==> config.mk <==
export PLATFORM = sky130hd
export DESIGN_NAME = eb_downsize
export DESIGN_NICKNAME = d
export VERILOG_FILES = /design/src/rtl/eb_downsize.sv
export SDC_FILE = /design/constraint.sdc
export NUM_CORES = 1
export LEC_CHECK = 0
export ABC_AREA = 1
export CORE_MARGIN = 2
export CORE_UTILIZATION = 40
export DETAILED_ROUTE_END_ITERATION = 8
export PLACE_DENSITY = 0.66
export SLEW_MARGIN = 20
export SYNTH_ARGS = -nofsm -noshare
export SYNTH_HDL_FRONTEND = slang
export SYNTH_SLANG_ARGS = --single-unit
==> constraint.sdc <==
create_clock -name clk -period 2.6 [get_ports clk]
set_clock_uncertainty 0.1 [all_clocks]
set_input_delay 0.52 -clock clk [delete_from_list [all_inputs] [get_ports clk]]
set_output_delay 0.52 -clock clk [all_outputs]
set_load 0.1 [all_outputs]
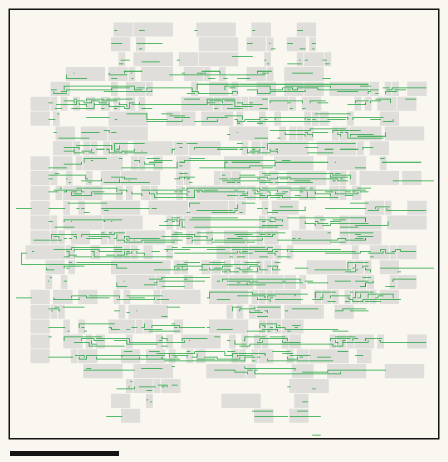
Run 1: the metal 1 layer
Scale bar: 20 µm. Cells faint in the background.
longest straight run: 31.3 µm
main direction: horizontal
Vias: 2035
routed wire length: 4960 µm
M1 GR Usage: 21.5%

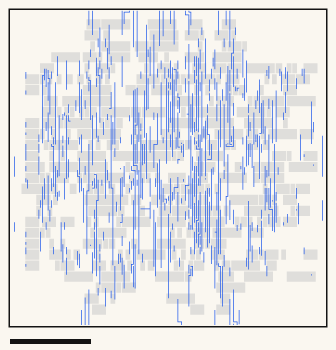
Run 1: met2 routing
Scale bar: 20 µm. Cells faint in the background.
wire length on this layer: 2360 µm
nets with wire on the layer: 307
main direction: vertical
share of all routed wire: 47%
longest straight run: 30.6 µm
GRT met2 Usage: 27.5%

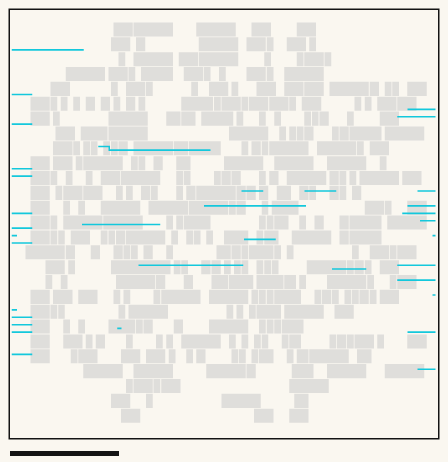
Run 1: metal 3
Scale bar: 20 µm. Cells faint in the background.
main direction: horizontal
wire length on this layer: 195 µm
met3 Use GR: 4.02%

==> flow_summary_export.csv, run 1 <==
group,metric,value,unit
finish,combGateArea,0.00124,mm²
finish,dominant_cells,"multi-input combinational cells",
clock_tree,htree_num_levels,2,
finish,register_area,741,µm²
hold_path,hold_path_depth,2,
setup_path,cp-end-kind,"output pin",
finish,syn2layout_area_growth,35.1,%
yosys,top_logic_kind,"simple AND/OR/NAND/NOR gates",
clock_tree,cts_root_buf,"clkbuf_8",
timing,grt_setup_unrepaired,"no",
yosys,syn_nets,357,
power_and_ir_drop,p_int,0.00114,W
yosys,ys_async_sr_fraction,0,%
finish,clk_share,3.89,%
setup_path,ff2ff_setup_slack,0.46,ns
die,fp_util,40.7,%
finish,seq_share,24.8,%
route,drc,0,
finish,comb_cells,212,
clock_tree,clkSinkCount,37,
yosys,syn_area,0.00221,mm²
finish,fin_util,55.0,%
die,dieArea,0.00614,mm²
setup_path,cp_cell_sequence,"inv_2 > ha_1 > inv_2 > o211ai_1 > a21oi_4 > buf_12",
die,fp.dieH,78.4,µm
setup_path,path_class,"reg -> out",
finish,antennaDiodeCount,0,
clock_tree,cts_made_buffers,5,
yosys,synth_cell_type_count,20,
yosys,yosysMostFrequentCell,"nand2_1",
power_and_ir_drop,pwr-share-comb,30.5,%
route,drtPass1Iterations,4,
status,status,"finished, final reports clean",
placement,hpwlAfterDp,3560,µm
global_routing,top_usage_layer,"met2",
timing,hold_violations,0,
setup_path,crit_path_max_fanout,9,
timing,setup_viol,0,
run,warnings,30,
die,row_count,27,
power_and_ir_drop,netSwitchingFraction,32.0,%
power_and_ir_drop,sequentialPowerShare,38.7,%
global_routing,grt_use_total,17.1,%
global_routing,first_global_vias,1797,
timing,maxSlewHeadroom,72.1,%
yosys,simple_gate_share,35.5,%
power_and_ir_drop,p_total,0.00167,W
finish,flops,37,
finish,fill_cells,550,
hold_path,hold_class,"reg -> reg",
## run 1: logic make-up (layout without fill, tap and decap cells)
kind of cell | Yosys count | count (layout)
AND/OR/NAND/NOR | 148 | 148
buffers and inverters | 66 | 105
AND-OR/OR-AND | 60 | 60
flip-flops | 37 | 37
adder cells (fa/ha/maj) | 4 | 4
## run 1: metrics by stage
stage                     cells  cell area (µm²)  setup slack, ns  TNS (ns)
after floorplan             315             2300          -0.0290   -0.0290
after global placement      418             2870            0.440         0
after detailed placement    418             2870            0.357         0
after CTS                   426             2990           0.0333         0
after global routing        426             2990           0.0316         0
final                       426             2990            0.127         0
## run 1: layout by cell type, fill, tap and decap left out, drive strengths merged
cell type	netlist	routed
inv	43	43
buf	20	17
o211ai	7	7
clkbuf	2	7
ha	4	4
clkdlybuf4s50	0	36
o21ai	2	2
clkinv	1	1
a21oi	50	50
nand2	69	69
nor2	44	44
dfxtp	37	37
a21boi	1	1
bufinv	0	1
nand3	35	35
## run 1: power by group through the flow
stage | Clock (W) | Combinational (W) | Sequential (W)
after floorplan | 0 | 0.000351 | 0.000658
after global placement | 0 | 0.000511 | 0.000659
after detailed placement | 0 | 0.000514 | 0.000659
after CTS | 0.000519 | 0.000516 | 0.000647
after global routing | 0.000550 | 0.000551 | 0.000652
final | 0.000514 | 0.000510 | 0.000647
## run 1: routing by layer
layer	up-vias	wire (µm)
met5	-	0
met4	0	64
met3	4	194
met2	41	2360
met1	925	2350
li1	1065	-
## run 1: worst max-delay path, delay by kind of cell, from the launching register on
family	cells	cell delay, ns
fa+ha+maj	1	0.32
buf+inv	3	0.45
compound gates	2	0.36
flops	1	0.43
## run 1: what timing repair did
item,in CTS,in global routing
hold endpoints to repair,0,0
hold buffers,0,0
setup buffers,0,0
endpoints found under the setup margin,0,8
gates resized,0,1
Run 1, pin map:
Scale bar: 20 µm. Pins as bars across the die edge, other pins in gray.
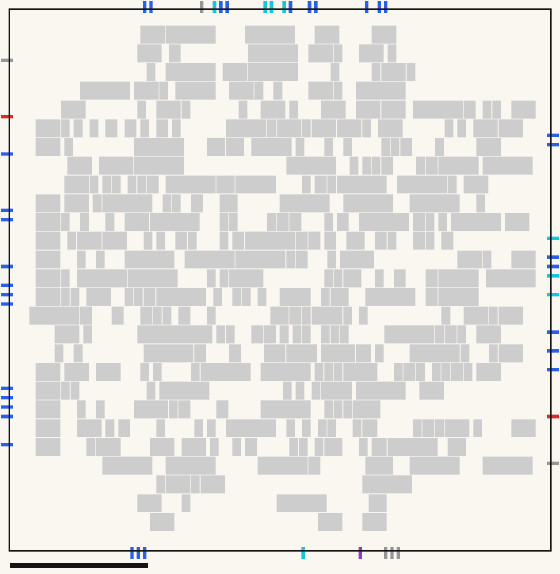

==> inputs of run 2 (changes only) <==
--- a/config.mk
+++ b/config.mk
@@ -10,6 +10,7 @@
 export CORE_UTILIZATION = 40
 export DETAILED_ROUTE_END_ITERATION = 8
 export PLACE_DENSITY = 0.66
+export RECOVER_POWER = 100
 export SLEW_MARGIN = 20
 export SYNTH_ARGS = -nofsm -noshare
 export SYNTH_HDL_FRONTEND = slang
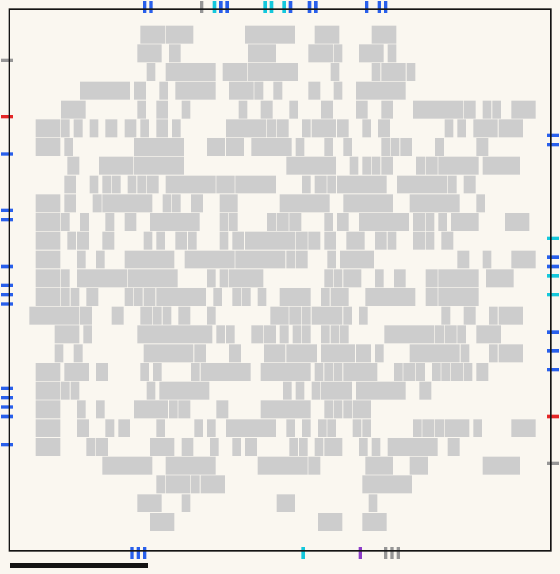
Run 2: pin map
Scale bar: 20 µm. Pins as bars across the die edge, other pins in gray.
legend:
  cyan:
    port: i_data
    pins: 8
    direction: output
    edge: 4 top, 3 right, 1 bottom
  blue:
    port: t_data
    pins: 32
    direction: input
    edge: 12 left, 10 top, 7 right, 3 bottom
  purple:
    port: rst
    pins: 1
    direction: input
    edge: bottom
  red:
    port: t_len
    pins: 2
    direction: input
    edge: 1 right, 1 left
all pins by edge: 15 top, 14 left, 12 right, 8 bottom
Die Y: 78.4 µm
Die Width: 78.4 µm
number of port buffers: 48

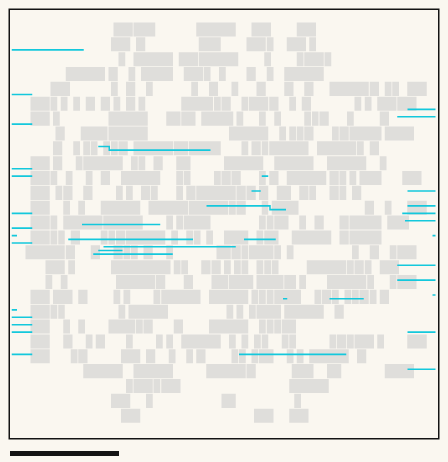
Run 2: metal 3
Scale bar: 20 µm. Cells faint in the background.
routed wire length: 4920 µm
Vias: 2038

==> flow_summary_export.csv, run 2 <==
group,metric,value,unit
setup_path,crit_path_max_fanout,10,
route,drtPass1Iterations,4,
setup_path,ff2ff_setup_slack,0.29,ns
yosys,yosysMostFrequentCell,"nand2_1",
global_routing,grt_use_total,17.1,%
finish,mostFrequentLayoutCells,"nand2_1, nor2_1, a21oi_1",
setup_path,cp-end-kind,"output pin",
setup_path,path_class,"reg -> out",
timing,hold_violations,0,
timing,setup_viol,0,
placement,dp_slack,0.357,ns
yosys,synth_cell_type_count,20,
die,dieArea,0.00614,mm²
clock_tree,clkSinkCount,37,
yosys,top_logic_kind,"simple AND/OR/NAND/NOR gates",
finish,syn2layout_area_growth,25.2,%
hold_path,hold_class,"reg -> reg",
clock_tree,htree_num_levels,2,
die,fp_util,40.7,%
yosys,syn_area,0.00221,mm²
status,status,"finished, final reports clean",
yosys,simple_gate_share,35.5,%
clock_tree,cts_root_buf,"clkbuf_8",
die,row_count,27,
yosys,syn_nets,357,
route,drc,0,
-- run 2: report_power, final --
group,switching (W),internal (W),total (W)
Combinational,0.000284,0.000175,0.000459
Clock,0.000197,0.000313,0.000510
Sequential,0.0000313,0.000616,0.000647
-- run 2: logic make-up (layout without fill, tap and decap cells) --
kind of cell    count (synthesis)  in the layout
compound gates                 60             60
fa+ha+maj                       4              4
buf+inv                        66            105
flops                          37             37
simple gates                  148            148
-- run 2: cell type report --
cell class	count	share of cell area (%)
tap	72	3.25
clock buffer	7	3.12
timing repair buffer	53	20.2
sequential	37	26.8
clock inverter	1	1.08
multi-input combinational	212	39.6
inverter	44	5.96
-- run 2: critical path: stages (launching register included) --
cell	delay, ns
dfxtp_1	0.42
ha_1	0.45
inv_2	0.19
a21boi_1	0.29
buf_12	0.21
-- run 2: through the flow --
step	setup TNS (ns)	instances	power [W]	hold slack [ns]
after floorplan	-0.0290	315	0.00101	0.346
after global placement	0	418	0.00117	0.366
after detailed placement	0	418	0.00117	0.368
after CTS	0	426	0.00168	0.386
after global routing	0	426	0.00170	0.405
final	0	426	0.00162	0.381
-- run 2: routing by layer --
| metal | wire length [µm] | share of wire [%] | GRT usage, % |
|---|---|---|---|
| met1 | 2290 | 47 | 21.5 |
| met2 | 2320 | 47 | 27.5 |
| met3 | 255 | 5.2 | 4.02 |
| met4 | 48 | 0.98 | 8.07 |
| met5 | 0 | 0 | 0 |
-- run 2: timing repair --
item,CTS,global route
gates resized,0,1
endpoints found under the setup margin,0,8
hold buffers,0,0
Power is estimated from default activity; no workload was simulated.
